`config.mk`:
```
export PLATFORM = sky130hd
export DESIGN_NAME = uart_tx_flat
export DESIGN_NICKNAME = d
export VERILOG_FILES = /design/src/rtl/uart_pkg.sv /design/src/rtl/uart_tx_if.sv /design/src/rtl/sync_fifo.sv /design/src/rtl/uart_tx.sv /design/src/flat_wrapper.sv
export SDC_FILE = /design/constraint.sdc
export NUM_CORES = 1
export LEC_CHECK = 0
export CAP_MARGIN = 20
export CORE_MARGIN = 2
export CORE_UTILIZATION = 55
export DETAILED_ROUTE_END_ITERATION = 8
export GPL_TIMING_DRIVEN = 0
export PLACE_DENSITY = 0.72
export SYNTH_ARGS = -nofsm -noshare
export SYNTH_HDL_FRONTEND = slang
export SYNTH_SLANG_ARGS = --single-unit
```
`constraint.sdc`:
```
create_clock -name clk -period 3.6 [get_ports clk]
set_clock_uncertainty 0.15 [all_clocks]
set_input_delay 0.54 -clock clk [delete_from_list [all_inputs] [get_ports clk]]
set_output_delay 0.54 -clock clk [all_outputs]
set_load 0.1 [all_outputs]
```
`src/rtl/uart_pkg.sv`:
```
// Shared types and helpers for the UART transmit path.
package uart_pkg;

    typedef enum logic [1:0] {
        IDLE  = 2'd0,
        START = 2'd1,
        DATA  = 2'd2,
        STOP  = 2'd3
    } uart_state_t;

    function automatic int unsigned bit_period(input int sim,
                                               input int unsigned sys_clk_freq,
                                               input int unsigned baud_rate,
                                               input int unsigned sim_clks);
        return (sim != 0) ? sim_clks : sys_clk_freq / baud_rate;
    endfunction

endpackage

```
`src/rtl/uart_tx_if.sv`:
```
// Write-side port and line status of the UART transmitter.
interface uart_tx_if #(
    parameter int FIFO_DEPTH_LOG2 = 4
) ();
    logic                     wr_en;
    logic [7:0]               wr_data;
    logic                     full;
    logic [FIFO_DEPTH_LOG2:0] count;
    logic                     busy;
    logic                     tx;

    modport master (output wr_en, wr_data, input full, count, busy, tx);
    modport slave  (input wr_en, wr_data, output full, count, busy, tx);
endinterface

```
`src/rtl/sync_fifo.sv`:
```
// Single-clock FIFO with registered occupancy; head word is readable without a pop.
module sync_fifo #(
    parameter int WIDTH = 8,
    parameter int AW    = 4
) (
    input  logic             clk,
    input  logic             rst_n,
    input  logic             push,
    input  logic [WIDTH-1:0] wr_data,
    input  logic             pop,
    output logic [WIDTH-1:0] rd_data,
    output logic             full,
    output logic             empty,
    output logic [AW:0]      count
);
    localparam int DEPTH = 1 << AW;

    logic [WIDTH-1:0] mem [DEPTH];
    logic [AW-1:0]    wr_ptr;
    logic [AW-1:0]    rd_ptr;
    logic             do_push;
    logic             do_pop;

    // Full is judged on occupancy before any same-cycle pop.
    assign full    = count[AW];
    assign empty   = (count == '0);
    assign do_push = push && !full;
    assign do_pop  = pop && !empty;
    assign rd_data = mem[rd_ptr];

    always_ff @(posedge clk) begin
        if (do_push) mem[wr_ptr] <= wr_data;
    end

    always_ff @(posedge clk or negedge rst_n) begin
        if (!rst_n) begin
            wr_ptr <= '0;
            rd_ptr <= '0;
            count  <= '0;
        end else begin
            if (do_push) wr_ptr <= wr_ptr + AW'(1);
            if (do_pop)  rd_ptr <= rd_ptr + AW'(1);
            case ({do_push, do_pop})
                2'b10:   count <= count + (AW+1)'(1);
                2'b01:   count <= count - (AW+1)'(1);
                default: ;
            endcase
        end
    end
endmodule

```
`src/rtl/uart_tx.sv`:
```
// 8N1 UART transmitter: FIFO-buffered bytes shifted out LSB first on a flopped tx pin.
//   state | meaning
//   IDLE  | line high, waiting for a byte in the FIFO
//   START | start bit (low) for one bit period
//   DATA  | eight data bits, LSB first
//   STOP  | stop bit (high); next byte may follow with no gap
module uart_tx
    import uart_pkg::*;
#(
    parameter int          SIM              = 0,
    parameter int unsigned SYS_CLK_FREQ     = 100000000,
    parameter int unsigned BAUD_RATE        = 115200,
    parameter int unsigned SIM_CLKS_PER_BIT = 4,
    parameter int          FIFO_DEPTH_LOG2  = 4
) (
    input logic       clk,
    input logic       rst_n,
    uart_tx_if.slave  bus
);
    localparam int unsigned P  = bit_period(SIM, SYS_CLK_FREQ, BAUD_RATE, SIM_CLKS_PER_BIT);
    localparam int          CW = $clog2(P);

    uart_state_t              state_q, state_d;
    logic [CW-1:0]            baud_q, baud_d;
    logic [2:0]               bit_q, bit_d;
    logic [7:0]               shift_q, shift_d;
    logic                     tx_q, tx_d;
    logic                     last;
    logic                     pop;
    logic                     empty;
    logic                     full;
    logic [7:0]               rd_data;
    logic [FIFO_DEPTH_LOG2:0] count;

    sync_fifo #(
        .WIDTH (8),
        .AW    (FIFO_DEPTH_LOG2)
    ) u_fifo (
        .clk     (clk),
        .rst_n   (rst_n),
        .push    (bus.wr_en),
        .wr_data (bus.wr_data),
        .pop     (pop),
        .rd_data (rd_data),
        .full    (full),
        .empty   (empty),
        .count   (count)
    );

    assign last      = (baud_q == CW'(P - 1));
    assign bus.tx    = tx_q;
    assign bus.full  = full;
    assign bus.count = count;
    assign bus.busy  = (state_q != IDLE) || (count != '0);

    always_ff @(posedge clk or negedge rst_n) begin
        if (!rst_n) begin
            state_q <= IDLE;
            baud_q  <= '0;
            bit_q   <= '0;
            shift_q <= '0;
            tx_q    <= 1'b1;
        end else begin
            state_q <= state_d;
            baud_q  <= baud_d;
            bit_q   <= bit_d;
            shift_q <= shift_d;
            tx_q    <= tx_d;
        end
    end

    always_comb begin
        state_d = state_q;
        baud_d  = baud_q + CW'(1);
        bit_d   = bit_q;
        shift_d = shift_q;
        pop     = 1'b0;
        tx_d    = 1'b1;
        case (state_q)
            IDLE: begin
                baud_d = '0;
                if (!empty) begin
                    pop     = 1'b1;
                    shift_d = rd_data;
                    state_d = START;
                end
            end
            START: begin
                if (last) begin
                    baud_d  = '0;
                    bit_d   = '0;
                    state_d = DATA;
                end
            end
            DATA: begin
                if (last) begin
                    baud_d  = '0;
                    shift_d = {1'b0, shift_q[7:1]};
                    if (bit_q == 3'd7) state_d = STOP;
                    else               bit_d   = bit_q + 3'd1;
                end
            end
            STOP: begin
                if (last) begin
                    baud_d = '0;
                    // Chain straight into the next start bit when more data waits.
                    if (!empty) begin
                        pop     = 1'b1;
                        shift_d = rd_data;
                        state_d = START;
                    end else begin
                        state_d = IDLE;
                    end
                end
            end
            default: state_d = IDLE;
        endcase
        // The pin level is decided from the next state so tx comes straight off a flop.
        case (state_d)
            START:   tx_d = 1'b0;
            DATA:    tx_d = shift_d[0];
            default: tx_d = 1'b1;
        endcase
    end
endmodule
```
`src/flat_wrapper.sv`:
```
// flat-port wrapper written by rule: the top's interface ports become plain ports
module uart_tx_flat import uart_pkg::*;
#(
    parameter int          SIM              = 0,
    parameter int unsigned SYS_CLK_FREQ     = 100000000,
    parameter int unsigned BAUD_RATE        = 115200,
    parameter int unsigned SIM_CLKS_PER_BIT = 4,
    parameter int          FIFO_DEPTH_LOG2  = 4
)
  (clk, rst_n, bus_wr_en, bus_wr_data, bus_full, bus_count, bus_busy, bus_tx);
  uart_tx_if #(.FIFO_DEPTH_LOG2(FIFO_DEPTH_LOG2)) bus_i ();
  input logic clk;
  input logic rst_n;
  input wire logic [$bits(bus_i.wr_en)-1:0] bus_wr_en;
  input wire logic [$bits(bus_i.wr_data)-1:0] bus_wr_data;
  output wire logic [$bits(bus_i.full)-1:0] bus_full;
  output wire logic [$bits(bus_i.count)-1:0] bus_count;
  output wire logic [$bits(bus_i.busy)-1:0] bus_busy;
  output wire logic [$bits(bus_i.tx)-1:0] bus_tx;
  assign bus_i.wr_en = bus_wr_en;
  assign bus_i.wr_data = bus_wr_data;
  assign bus_full = bus_i.full;
  assign bus_count = bus_i.count;
  assign bus_busy = bus_i.busy;
  assign bus_tx = bus_i.tx;
  uart_tx #(.SIM(SIM), .SYS_CLK_FREQ(SYS_CLK_FREQ), .BAUD_RATE(BAUD_RATE), .SIM_CLKS_PER_BIT(SIM_CLKS_PER_BIT), .FIFO_DEPTH_LOG2(FIFO_DEPTH_LOG2)) u_core (.clk(clk), .rst_n(rst_n), .bus(bus_i));
endmodule
```
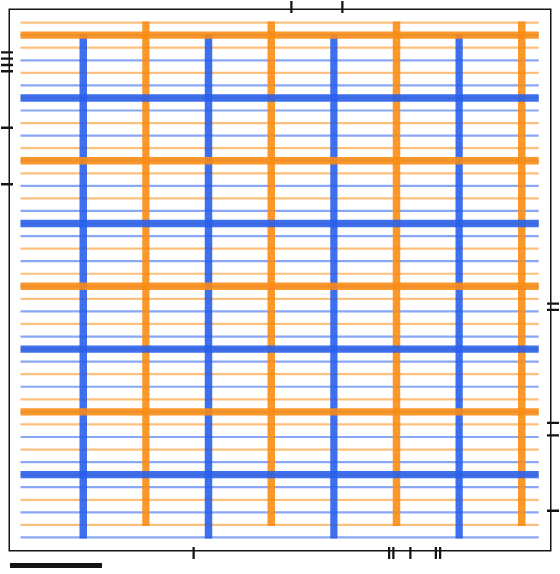
run_1/pdn.png
The bar under the picture is 20 µm long. Pins as bars on the die edge.
VDD -> orange
VSS -> blue
met5 straps = 8
rows = 41
met4 straps = 8
signal pins = 19
met1 rails = 42

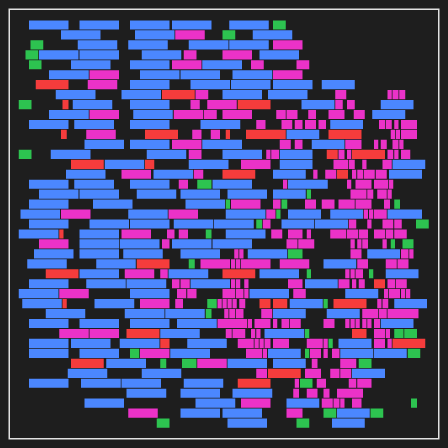
run_1/cell_classes.png
all other logic -> magenta  # cells 234, share of their area 28%
clock drivers and dummy loads -> red  # cells 31, share of their area 7.1%
flip-flops -> blue  # cells 165, share of their area 61%
other buffers and delay cells -> green  # cells 41, share of their area 3.9%

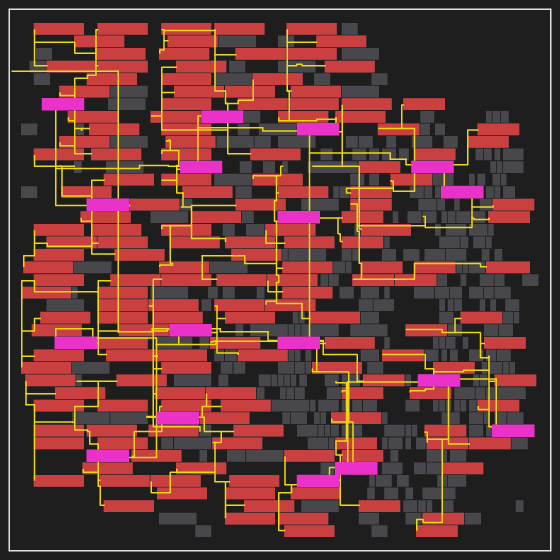
run_1/clock_map.png
clock wires -> yellow  # length 1,830 µm
cells driving clock nets -> magenta  # count 17
flip-flops -> red  # count 165
routed clock nets = 18
flops lie = widely spread

==> PnR_summary.wiki, run 1 <==
== Metrics ==
{| class="wikitable"
! Metric !! Value
|-
| Leakage power || 2.81 nW
|-
| Worst path arrival time || 3.44 ns
|-
| CTS Root Buffer Type || clkbuf_16
|-
| Crit. End Element || flip-flop
|-
| Total track usage || 0.222
|-
| Peak Freq || 306 MHz
|-
| Reg clk slew, reported paths || 0.06 ns
|-
| Port Buf Inserts || 18
|-
| Max VDD drop || 411 µV
|-
| Final ANT Viol Nets || 0
|-
| Total via count in the routed design || 3,720
|-
| Area share, top type || 0.548
|-
| Number of setup buffers added after CTS || 0
|-
| Cell row count || 41
|-
| Final setup margin || 0.328 ns
|-
| Routed length on met2 || 7040 µm
|-
| Part of the cycle the worst path needs || 0.909
|-
| Number of cells produced by synthesis || 419
|-
| Largest net degree at the start of global routing || 38
|-
| Post-synthesis sequential area ratio || 0.680
|-
| Most used cell, CP || ha_1
|-
| Antenna diode instance count || 0
|-
| Synthesized area || 7020 µm²
|-
| Cell-by-cell trace of the critical path || ha_1, nor4b_4, a41oi_1, nor3_2, ha_1, ha_1, a21o_1, a21oi_1, xor2_1, nor2_1, xnor2_1
|-
| Run status || finished clean
|-
| CTS max path bufs || 2
|-
| Critical path start-end classification || reg2reg
|-
| Data required time of the critical path || 3.77 ns
|-
| Grt total ovfl || 0
|-
| CP max stage delay || between 0.4 and 0.5 ns
|-
| Wire length of the first global-routing pass || approximately 21,000 µm
|-
| Dominant register cell in the synthesized netlist || edfxtp_1
|-
| Multi-input gate area || 2100 µm²
|-
| Layout overhead on the synthesized area || 13.7%
|-
| Worst-path maximum fanout || 5
|-
| Depth of the CTS H-tree || 4
|-
| Number of enable flip-flop cells || around 130
|-
| Per-cell routed wire length || 20.9 µm
|}
-- run 1: cell usage after synthesis, types with 6 or more instances --
cell type,count
a211o_1,6
a211oi_1,13
a21oi_1,7
clkbuf_1,9
dfrtp_1,36
edfxtp_1,128
ha_1,17
inv_1,10
mux2i_1,9
mux4_2,33
nand2_1,19
nor2_1,32
nor2b_1,13
nor3_1,6
o21ai_0,8
xnor2_1,11
xor2_1,8
-- run 1: sequential cells by signal, summed over array words and instances (netlist names), 2 cells and up --
register              flops
u_core.u_fifo.mem       128
u_core.baud_q            10
u_core.shift_q            8
u_core.u_fifo.count       5
u_core.u_fifo.rd_ptr      4
u_core.u_fifo.wr_ptr      4
u_core.bit_q              3
u_core.state_q            2
-- run 1: worst reg2reg max path: stages, from the launching register on --
cell and delay, ns:
dfrtp_1 0.38, ha_1 0.22, nor4b_4 0.32, a41oi_1 0.25, nor3_2 0.44, ha_1 0.38, ha_1 0.32, a21o_1 0.19
a21oi_1 0.16, xor2_1 0.15, nor2_1 0.06, xnor2_1 0.13
-- run 1: cell type report --
class	instances	share of cell area
sequential	165	0.598
timing repair buffer	21	0.0237
clock inverter	14	0.0155
buffer	20	0.0143
tap	172	0.0270
clock buffer	17	0.0533
multi-input combinational	223	0.263
inverter	11	0.00518
-- run 1: power by group --
group          leakage, nW  switching, W  internal [W]
sequential            1.61     0.0000776       0.00220
combinational        0.929      0.000517      0.000209
clock                0.267      0.000748      0.000953
-- run 1: path summary, 6_finish.rpt --
check,startpoint,end,depth (start not counted)
min in group clk,u_core.shift_q[4]$_DFFE_PN0P_,u_core.shift_q[3]$_DFFE_PN0P_,1
setup / recovery,u_core.baud_q[0]$_DFF_PN0_,u_core.u_fifo.count[4]$_DFFE_PN0P_,11
setup reg to reg,u_core.baud_q[0]$_DFF_PN0_,u_core.u_fifo.count[4]$_DFFE_PN0P_,11
hold / removal,rst_n,u_core.baud_q[3]$_DFF_PN0_,1
hold reg to reg,u_core.shift_q[4]$_DFFE_PN0P_,u_core.shift_q[3]$_DFFE_PN0P_,1
max in group asynchronous,rst_n,u_core.bit_q[0]$_DFFE_PN0P_,1
-- run 1: what timing repair did --
action,CTS,global route
endpoints found under the setup margin,1,0
hold buffers,0,0
gates resized,1,0
-- run 1: per-layer routing --
metal | GRT usage | up-vias
li1 | - | 1698
met2 | 0.373 | 102
met4 | 0.0894 | 0
met3 | 0.0736 | 23
met1 | 0.267 | 1897
met5 | 0 | -
-- run 1: stage by stage --
stage | std cells | total power [W] | utilization
6_report | 643 | 0.00470 | 0.637
5_1_grt | 643 | 0.00489 | 0.637
4_1_cts | 643 | 0.00474 | 0.637
3_5_place_dp | 612 | 0.00304 | 0.594
3_3_place_gp | 609 | 0.00301 | 0.592
2_1_floorplan | 419 | 0.00282 | -
-- run 1: logic make-up after synthesis --
group | Yosys count | synth area share
flip-flops | 165 | 0.680
AND/OR/NAND/NOR | 94 | 0.0695
AND-OR/OR-AND | 47 | 0.0483
multiplexers | 45 | 0.124
buffers and inverters | 31 | 0.0221
XOR/XNOR | 19 | 0.0237
adder cells (fa/ha/maj) | 18 | 0.0332
--- run 2 (diff from run 1) ---
Settings changed: CORE_ASPECT_RATIO from default to 0.8.
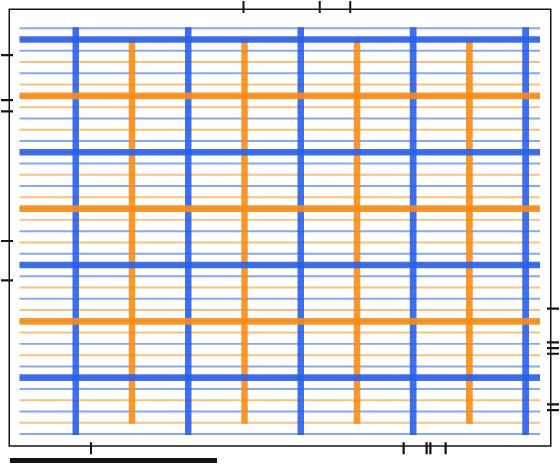
run_2/pdn.png
The bar under the picture is 50 µm long. Pins as bars on the die edge.
VDD -> orange
VSS -> blue
rows = 36
met1 rails = 37

==> run 2 against run 1 <==
Die size about the same. Global-route usage increased by 0.26 points. First-iteration DRC count increased by 74%. Clock-buffer cell count increased by 1. Clock power increased by 5%. Fmax decreased by 2.7%. Register-to-register slack got worse by 0.09 ns. Flip-flop count unchanged. Setup slack got worse by 0.090 ns. Critical path depth unchanged. Core utilization increased by 1.4 points. Non-clock buffer count increased by 1.
==> PnR_summary.wiki, run 2 <==
== Metrics ==
{| class="wikitable"
! Metric !! Value
|-
| Run status || finished clean
|-
| Commonest cells post-synth || edfxtp_1, dfrtp_1, mux4_2
|-
| Register share of total power || 0.476 (-0.008)
|-
| Max VDD drop || 595 µV (+45%)
|-
| Total track usage || 0.225 (+0.00257)
|-
| Total via count in the routed design || 3,790 (+1.9%)
|-
| Post-synthesis sequential area ratio || 0.680 (unchanged)
|-
| Cell-by-cell trace of the critical path || ha_1, nor4b_4, a41oi_1, nor3_2, ha_1, ha_1, a21o_1, a21oi_1, xor2_1, nor2_1, xnor2_1
|-
| Area share, top type || 0.548 (unchanged)
|-
| Cell Int Power || 0.00344 W (+2.3%)
|-
| Per-cell routed wire length || 21.8 µm (+4.2%)
|-
| Synthesized area || 7020 µm² (unchanged)
|-
| Number of cells produced by synthesis || 419 (unchanged)
|-
| Reg clk slew, reported paths || 0.06 ns (about the same)
|-
| Switching Power || 0.00133 W (-0.67%)
|-
| Grt total ovfl || 0 (unchanged)
|-
| CP max stage delay || 0.41 ns (-0.02 ns)
|-
| Data required time of the critical path || 3.76 ns (about the same)
|-
| Peak Freq || 297 MHz (-2.7%)
|-
| Number of enable flip-flop cells || 128 (unchanged)
|-
| Leakage power || 2.82 nW (+0.37%)
|-
| Port Buf Inserts || 18 (unchanged)
|-
| Crit. End Element || flip-flop
|-
| Biggest regs || u_core.u_fifo.mem x128, u_core.baud_q x10, u_core.shift_q x8
|-
| Number of flip-flops in the largest register || 128 (unchanged)
|-
| Cell row count || 36 (-12%)
|-
| Antenna diode instance count || 0 (unchanged)
|}
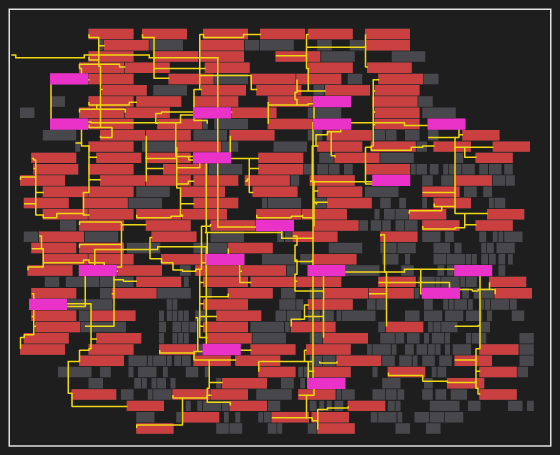
run_2/clock_map.png
Clock Latency Late Sink: 0.43 ns
clock distribution power: 0.00178 W
Clk pwr share: 0.372

[run 2: cell counts after synthesis]
No cell type changed its count.
[run 2: kinds of logic after synthesis]
logic type	share of synthesized area
flops	0.680
simple gates	0.0695
compound gates	0.0483
mux	0.124
buf+inv	0.0221
xor+xnor	0.0237
fa+ha+maj	0.0332
[run 2: timing repair]
action | 4_1_cts | 5_1_grt
gates resized | 1 | 0
buffers inserted | 0 | 0
endpoints found under the setup margin | 1 | 0
[run 2: per-layer routing]
layer,vias up,share of wire,global-route usage
met5,-,0,0
met4,0,0.013,0.0653
met3,15,0.065,0.0522
met2,125,0.47,0.338
met1,1952,0.45,0.332
li1,1698,-,-
[run 2: layout make-up]
type / instances / area (µm²) / area share
buffer: 20 / 114 / 0.0142
clock buffer: 18 / 429 / 0.0535
clock inverter: 14 / 151 / 0.0189
inverter: 11 / 41.3 / 0.00515
multi-input combinational: 223 / 2090 / 0.261
sequential: 165 / 4770 / 0.595
tap: 171 / 214 / 0.0267
timing repair buffer: 22 / 201 / 0.0251
[run 2: path summary, 6_finish.rpt]
check	from	end	slack [ns]	cells after the start
worst max-delay path	u_core.baud_q[0]$_DFF_PN0_	u_core.u_fifo.count[4]$_DFFE_PN0P_	0.24	11
worst min-delay path	rst_n	u_core.u_fifo.count[0]$_DFFE_PN0P_	0.07	1
worst max register to register	u_core.baud_q[0]$_DFF_PN0_	u_core.u_fifo.count[4]$_DFFE_PN0P_	0.24	11
worst min register to register	u_core.baud_q[0]$_DFF_PN0_	u_core.baud_q[0]$_DFF_PN0_	0.34	1
max in group asynchronous	rst_n	u_core.u_fifo.wr_ptr[0]$_DFFE_PN0P_	2.71	1
min in group clk	u_core.baud_q[0]$_DFF_PN0_	u_core.baud_q[0]$_DFF_PN0_	0.34	1
[run 2: power by group through the flow]
| stage | sequential, W | combinational [W] | clock [W] |
|---|---|---|---|
| 2_1_floorplan | 0.00249 | 0.000334 | 0 |
| 3_3_place_gp | 0.00230 | 0.000700 | 0 |
| 3_5_place_dp | 0.00231 | 0.000724 | 0 |
| 4_1_cts | 0.00227 | 0.000727 | 0.00179 |
| 5_1_grt | 0.00229 | 0.000773 | 0.00187 |
| 6_report | 0.00227 | 0.000724 | 0.00178 |
[run 2: metrics by stage]
stage	worst slack [ns]	utilization	hold slack (ns)	instance area, µm²	instances
floorplan	0.193	-	0.0944	7020	419
CTS	0.235	0.652	0.0899	8020	644
global placement	0.233	0.603	0.310	7410	608
finish	0.238	0.652	0.0651	8020	644
global route	0.00701	0.652	0.127	8020	644
detailed placement	0.250	0.605	0.325	7440	612
--- run 3 (diff from run 2) ---
Settings changed: HOLD_SLACK_MARGIN from default to 0.12.
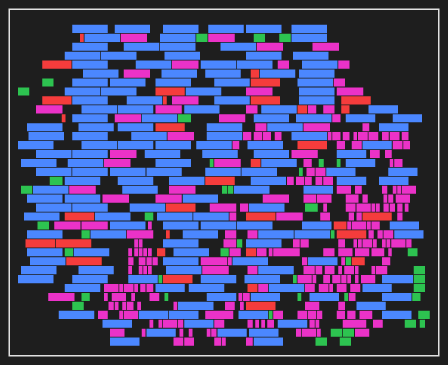
run_3/cell_classes.png
Core Footprint: 12,300 µm²
cell row count: 36
core occupancy in the finished layout: 0.653
area of all placed cells without fillers: 8030 µm²

==> run 3 against run 2 <==
Sequential share of layout area shrank 0.074 points. First-iteration DRC count grew 1.3%. Power about the same. Register-to-register slack about the same. Worst hold slack better by 0.27 ns. Routed wire length about the same. Cell count increased by 0.16%. Flip-flop count did not move. Critical path type unchanged. Largest power group unchanged.
==> PnR_summary.wiki, run 3 <==
== Metrics ==
{| class="wikitable"
! Metric !! Value
|-
| Post-placement cell area || 7440 µm² (unchanged)
|-
| Total via count in the routed design || 3,780 (-0.26%)
|-
| Worst hold margin || 0.337 ns (+0.271 ns)
|-
| Number of enable flip-flop cells || 128 (unchanged)
|-
| Total track usage || 0.225 (unchanged)
|-
| Grt total ovfl || 0 (unchanged)
|-
| Placed cell count || 612 (unchanged)
|-
| Max VDD drop || 596 µV (+0.17%)
|-
| Cell-by-cell trace of the critical path || ha_1, nor4b_4, a41oi_1, nor3_2, ha_1, ha_1, a21o_1, a21oi_1, xor2_1, nor2_1, xnor2_1
|-
| Clock Latency Late Sink || 0.43 ns (about the same)
|-
| CP max stage delay || 0.42 ns (about the same)
|-
| Commonest cells post-synth || edfxtp_1, dfrtp_1, mux4_2
|-
| Die span in x || 130 µm
|-
| Post-synthesis sequential area ratio || 0.680 (unchanged)
|-
| Net count, final || about 490
|-
| Data required time of the critical path || 3.76 ns (about the same)
|-
| Number of flip-flops in the largest register || 128 (unchanged)
|-
| Synthesized area || 7020 µm² (unchanged)
|-
| Antenna diode instance count || 0 (unchanged)
|-
| Reg clk slew, reported paths || 0.06 ns (about the same)
|-
| Peak Freq || 298 MHz (about the same)
|-
| Number of cells produced by synthesis || 419 (unchanged)
|-
| Run status || finished clean
|-
| Post-Layout Cell Count || 645 (+0.16%)
|-
| Crit. End Element || flip-flop
|-
| Area share, top type || 0.548 (unchanged)
|-
| Reg2Reg Setup Slack || 0.24 ns (about the same)
|}
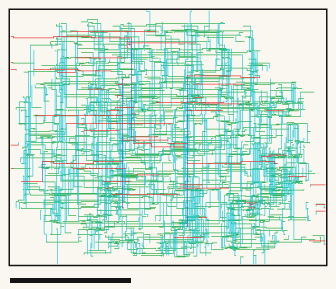
run_3/metal_stack.png
The bar under the picture is 50 µm long.
met2 -> cyan  # wire length 6,680 µm
met1 -> green  # wire length 6,430 µm
met3 -> red  # wire length 728 µm
met4 -> blue  # wire length 164 µm

-- run 3: netlist changes by cell type in the layout (fill, tap and decap cells not counted), sizes merged --
cell and change:
dlygate4sd3 +1
-- run 3: cell type report --
cell class | count | area (µm²)
sequential | 165 | 4770
fill | 847 | 4270
multi-input combinational | 223 | 2090
clock buffer | 18 | 429
tap | 171 | 214
timing repair buffer | 23 | 211
clock inverter | 14 | 151
buffer | 20 | 114
inverter | 11 | 41.3
-- run 3: report_power, final --
group          switching (W)  leakage, nW  internal, W
registers          0.0000727         1.61      0.00220
clock network       0.000750        0.273      0.00103
logic               0.000513        0.937     0.000211
total                0.00134         2.82      0.00344
-- run 3: worst paths after layout --
kind,endpoint,cells past startpoint,from
worst min register to register,u_core.baud_q[0]$_DFF_PN0_,1,u_core.baud_q[0]$_DFF_PN0_
worst max-delay path,u_core.u_fifo.count[4]$_DFFE_PN0P_,11,u_core.baud_q[0]$_DFF_PN0_
worst min-delay path,u_core.baud_q[0]$_DFF_PN0_,1,u_core.baud_q[0]$_DFF_PN0_
min in group asynchronous,u_core.u_fifo.count[0]$_DFFE_PN0P_,2,rst_n
worst max register to register,u_core.u_fifo.count[4]$_DFFE_PN0P_,11,u_core.baud_q[0]$_DFF_PN0_
max in group asynchronous,u_core.u_fifo.wr_ptr[0]$_DFFE_PN0P_,2,rst_n
-- run 3: metrics by stage --
step                      setup slack (ns)  utilization
after floorplan                      0.193            -
after global placement               0.233        0.603
after detailed placement             0.250        0.605
after CTS                            0.235        0.653
after global routing               0.00701        0.653
final                                0.242        0.653
-- run 3: metal layers --
metal / GRT usage / wire length (µm) / vias to the layer above
li1: - / - / 1702
met3: 0.0522 / 727 / 14
met4: 0.0653 / 163 / 0
met2: 0.338 / 6680 / 105
met1: 0.332 / 6430 / 1959
met5: 0 / 0 / -
-- run 3: cell families (layout without fill, tap and decap cells) --
| kind of cell | count (synthesis) | count (layout) | share of synthesized area |
|---|---|---|---|
| multiplexers | 45 | 45 | 0.124 |
| flip-flops | 165 | 165 | 0.680 |
| AND-OR/OR-AND | 47 | 47 | 0.0483 |
| AND/OR/NAND/NOR | 94 | 94 | 0.0695 |
| buffers and inverters | 31 | 86 | 0.0221 |
| adder cells (fa/ha/maj) | 18 | 18 | 0.0332 |
| XOR/XNOR | 19 | 19 | 0.0237 |
-- run 3: what timing repair did --
action	CTS	global route
buffers inserted	0	0
endpoints found under the hold margin	36	0
endpoints found under the setup margin	1	0
resized	1	0
hold buffers	1	0
Power is estimated from default activity; no workload was simulated.
